[config.mk]
export PLATFORM = sky130hd
export DESIGN_NAME = alu_step_ctrl_flat
export DESIGN_NICKNAME = d
export VERILOG_FILES = /design/src/rtl/alu_step_ctrl_if.sv /design/src/rtl/alu_step_ctrl.sv /design/src/flat_wrapper.sv
export SDC_FILE = /design/constraint.sdc
export NUM_CORES = 1
export LEC_CHECK = 0
export ABC_AREA = 0
export CORE_UTILIZATION = 35
export CTS_CLUSTER_SIZE = 8
export DETAILED_ROUTE_END_ITERATION = 6
export DONT_BUFFER_PORTS = 1
export GPL_ROUTABILITY_DRIVEN = 0
export PLACE_DENSITY = 0.6
export SLEW_MARGIN = 0
export SYNTH_ARGS = -nofsm -noshare
export SYNTH_HDL_FRONTEND = slang
export SYNTH_SLANG_ARGS = --single-unit
[constraint.sdc]
create_clock -name clk -period 3.72 [get_ports clk]
set_clock_uncertainty 0.05 [all_clocks]
set_input_delay 0.372 -clock clk [delete_from_list [all_inputs] [get_ports clk]]
set_output_delay 0.372 -clock clk [all_outputs]
set_load 0.02 [all_outputs]
[src/rtl/alu_step_ctrl_if.sv]
// Board-side bundle for the step controller: raw buttons and the accumulate
// switch in, register enables and status out.
interface alu_step_ctrl_if #(
    parameter int CW = 8
);
    logic          btn_load;
    logic          btn_exec;
    logic          acc_mode;
    logic          en_a;
    logic          a_sel;
    logic          en_r;
    logic          busy;
    logic          have_a;
    logic [CW-1:0] op_count;

    // Board / stimulus side: drives buttons, observes enables.
    modport master (
        output btn_load, btn_exec, acc_mode,
        input  en_a, a_sel, en_r, busy, have_a, op_count
    );

    // Controller side.
    modport slave (
        input  btn_load, btn_exec, acc_mode,
        output en_a, a_sel, en_r, busy, have_a, op_count
    );
endinterface

[src/rtl/alu_step_ctrl.sv]
// Button-driven sequencer for the operand-A / ALU / result-register datapath.
// Each raw button goes through its own synchroniser + debouncer lane, which
// emits a single-cycle press pulse. A Moore FSM turns those pulses into
// one-cycle register enables, with an optional write-back of the result
// into operand A (accumulate mode).

// One debounced button lane: 2-FF synchroniser, stability counter, rising
// pulse on the cycle the new level is accepted.
module alu_step_ctrl_db #(
    parameter int DB_COUNT = 1000000
) (
    input  logic clk,
    input  logic rst,
    input  logic raw,
    output logic pulse
);
    localparam int CNT_W = (DB_COUNT > 1) ? $clog2(DB_COUNT) : 1;
    localparam logic [CNT_W-1:0] CNT_MAX = CNT_W'(DB_COUNT - 1);

    logic             s1;
    logic             s2;
    logic             stable;
    logic [CNT_W-1:0] cnt;

    // Synchronise, then accept a new level only after DB_COUNT differing cycles.
    always_ff @(posedge clk) begin
        if (rst) begin
            s1     <= 1'b0;
            s2     <= 1'b0;
            stable <= 1'b0;
            cnt    <= '0;
            pulse  <= 1'b0;
        end else begin
            s1    <= raw;
            s2    <= s1;
            pulse <= 1'b0;
            if (s2 == stable) begin
                cnt <= '0;
            end else if (cnt == CNT_MAX) begin
                // Release is accepted silently; only a press produces a pulse.
                stable <= s2;
                pulse  <= s2;
                cnt    <= '0;
            end else begin
                cnt <= cnt + CNT_W'(1);
            end
        end
    end
endmodule

module alu_step_ctrl #(
    parameter int N        = 8,
    parameter int DB_COUNT = 1000000,
    parameter int CW       = 8
) (
    input logic           clk,
    input logic           rst,
    alu_step_ctrl_if.slave bus
);
    // Lane 0 = load button, lane 1 = exec button.
    localparam int NUM_BTN = 2;

    typedef enum logic [2:0] {
        S_IDLE,
        S_LOAD_A,
        S_HAVE_A,
        S_EXEC,
        S_WB_A
    } state_t;

    // N only sizes the external datapath; reject nonsense widths early.
    if (N < 1 || CW < 1 || DB_COUNT < 1) begin : g_bad_param
        $error("alu_step_ctrl: N, CW and DB_COUNT must all be >= 1");
    end

    logic [NUM_BTN-1:0] btn_raw;
    logic [NUM_BTN-1:0] btn_edge;
    logic               ld;
    logic               ex;

    state_t        state;
    state_t        state_n;
    logic          en_a;
    logic          a_sel;
    logic          en_r;
    logic          busy;
    logic          have_a;
    logic [CW-1:0] op_count;

    assign btn_raw = {bus.btn_exec, bus.btn_load};
    assign ld      = btn_edge[0];
    assign ex      = btn_edge[1];

    for (genvar i = 0; i < NUM_BTN; i++) begin : g_db
        alu_step_ctrl_db #(
            .DB_COUNT(DB_COUNT)
        ) u_db (
            .clk  (clk),
            .rst  (rst),
            .raw  (btn_raw[i]),
            .pulse(btn_edge[i])
        );
    end

    // Next-state logic. Pulses arriving in the transient states are dropped.
    always_comb begin
        state_n = state;
        case (state)
            S_IDLE:   if (ld) state_n = S_LOAD_A;
            S_LOAD_A: state_n = S_HAVE_A;
            S_HAVE_A: begin
                // Load has priority; a simultaneous exec is discarded.
                if (ld)      state_n = S_LOAD_A;
                else if (ex) state_n = S_EXEC;
            end
            S_EXEC:   state_n = bus.acc_mode ? S_WB_A : S_HAVE_A;
            S_WB_A:   state_n = S_HAVE_A;
            default:  state_n = S_IDLE;
        endcase
    end

    // State and Moore outputs registered together, so each enable is high
    // exactly during the cycle its state is occupied.
    always_ff @(posedge clk) begin
        if (rst) begin
            state    <= S_IDLE;
            en_a     <= 1'b0;
            a_sel    <= 1'b0;
            en_r     <= 1'b0;
            busy     <= 1'b0;
            have_a   <= 1'b0;
            op_count <= '0;
        end else begin
            state  <= state_n;
            en_a   <= (state_n == S_LOAD_A) || (state_n == S_WB_A);
            a_sel  <= (state_n == S_WB_A);
            en_r   <= (state_n == S_EXEC);
            busy   <= (state_n == S_EXEC) || (state_n == S_WB_A);
            have_a <= (state_n != S_IDLE);
            if (state_n == S_EXEC) op_count <= op_count + CW'(1);
        end
    end

    assign bus.en_a     = en_a;
    assign bus.a_sel    = a_sel;
    assign bus.en_r     = en_r;
    assign bus.busy     = busy;
    assign bus.have_a   = have_a;
    assign bus.op_count = op_count;
endmodule

[src/flat_wrapper.sv]
// flat-port wrapper written by rule: the top's interface ports become plain ports
module alu_step_ctrl_flat 
#(
    parameter int N        = 8,
    parameter int DB_COUNT = 1000000,
    parameter int CW       = 8
)
  (clk, rst, bus_btn_load, bus_btn_exec, bus_acc_mode, bus_en_a, bus_a_sel, bus_en_r, bus_busy, bus_have_a, bus_op_count);
  alu_step_ctrl_if #(.CW(CW)) bus_i ();
  input logic clk;
  input logic rst;
  input wire logic [$bits(bus_i.btn_load)-1:0] bus_btn_load;
  input wire logic [$bits(bus_i.btn_exec)-1:0] bus_btn_exec;
  input wire logic [$bits(bus_i.acc_mode)-1:0] bus_acc_mode;
  output wire logic [$bits(bus_i.en_a)-1:0] bus_en_a;
  output wire logic [$bits(bus_i.a_sel)-1:0] bus_a_sel;
  output wire logic [$bits(bus_i.en_r)-1:0] bus_en_r;
  output wire logic [$bits(bus_i.busy)-1:0] bus_busy;
  output wire logic [$bits(bus_i.have_a)-1:0] bus_have_a;
  output wire logic [$bits(bus_i.op_count)-1:0] bus_op_count;
  assign bus_i.btn_load = bus_btn_load;
  assign bus_i.btn_exec = bus_btn_exec;
  assign bus_i.acc_mode = bus_acc_mode;
  assign bus_en_a = bus_i.en_a;
  assign bus_a_sel = bus_i.a_sel;
  assign bus_en_r = bus_i.en_r;
  assign bus_busy = bus_i.busy;
  assign bus_have_a = bus_i.have_a;
  assign bus_op_count = bus_i.op_count;
  alu_step_ctrl #(.N(N), .DB_COUNT(DB_COUNT), .CW(CW)) u_core (.clk(clk), .rst(rst), .bus(bus_i));
endmodule
### Zoomed window

Region (58, 58) to (78, 78) um. Cells in gray, sequential cells in the stronger gray; small squares are vias.
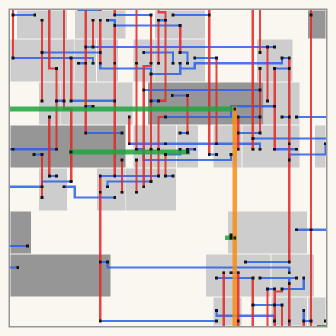
M4: in orange. M3: in green. M1: in blue. M2: in red.
Sequential cells in the window: 3. 28 logic cells have their middle in the window. Netlist names of flops here include u_core.bus.op_count (2), u_core.g_db.u_db.pulse (1).

==> results.txt <==
This note records the results obtained with Yosys and OpenROAD.

Clocking
The number of hold-repair buffers added at the cts stage is 0. The H-tree generated during clock tree synthesis spans 3 levels. The number of clock sinks seen by CTS is 64.

Setup path
The timing startpoint of the critical path is u_core.g_db[0].u_db.cnt[7]. Looking at the critical path, the highest net fanout was 19. STA shows the worst reg2reg path with a cell count of 4. The arrival time of the worst setup path is 2.17 ns.

Global routing
The met3 usage in global routing is 4.71%. Global routing finished with a remaining overflow of 0. On met1, the global router reports a usage of 16.2%. The layer flagged by global routing as most heavily used is met2.

Run
In this run the tools logged warnings totalling 26.

Floorplan
The well tap count is 99.

Finish
Excluding fillers, the count of instances in the completed layout stands at 415. The clock buffer count is 12. The flow measured a signed area growth from synthesis to layout of 10.7%.

Synth
The post-synthesis instance area is 0.00274 mm2. The share of synthesized cell area in full adder, half adder and majority cells is 1.37%. The number of distinct library cell variants in the gate-level netlist after synthesis is 38.

Outcome
The flow ran to the end, and the final reports show no timing, DRC or antenna violations.

Route
The via-per-instance ratio is 5.12. The DRC violation total left in the routed layout is recorded as 0.

Timing
In the post-route analysis, the smallest setup slack over all paths is 1.71 ns. OpenROAD reports that the post-layout worst path occupies 54.1% of the period.

Min path
The worst hold path endpoint is u_core.g_db[1].u_db.stable.

Power and ir drop
The sequential power is 689 uW. The leakage power is 0.920 nW.
### Local utilization

The die is cut into 9 by 9 equal tiles; white is low, dark blue is high, 0 to 100% covered.
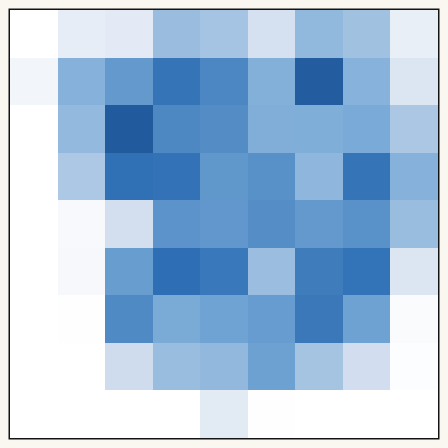
2.5% of the tiles are over 75% full. The fullest tile reaches 83%. The densest ninth of the die: middle.
post-layout utilization of the core: 41.0%
fp_density: 37.0%
Std-Cell Core Area: 0.00741 mm2

Power figures rest on the tool's default switching activity, not on a simulated workload.
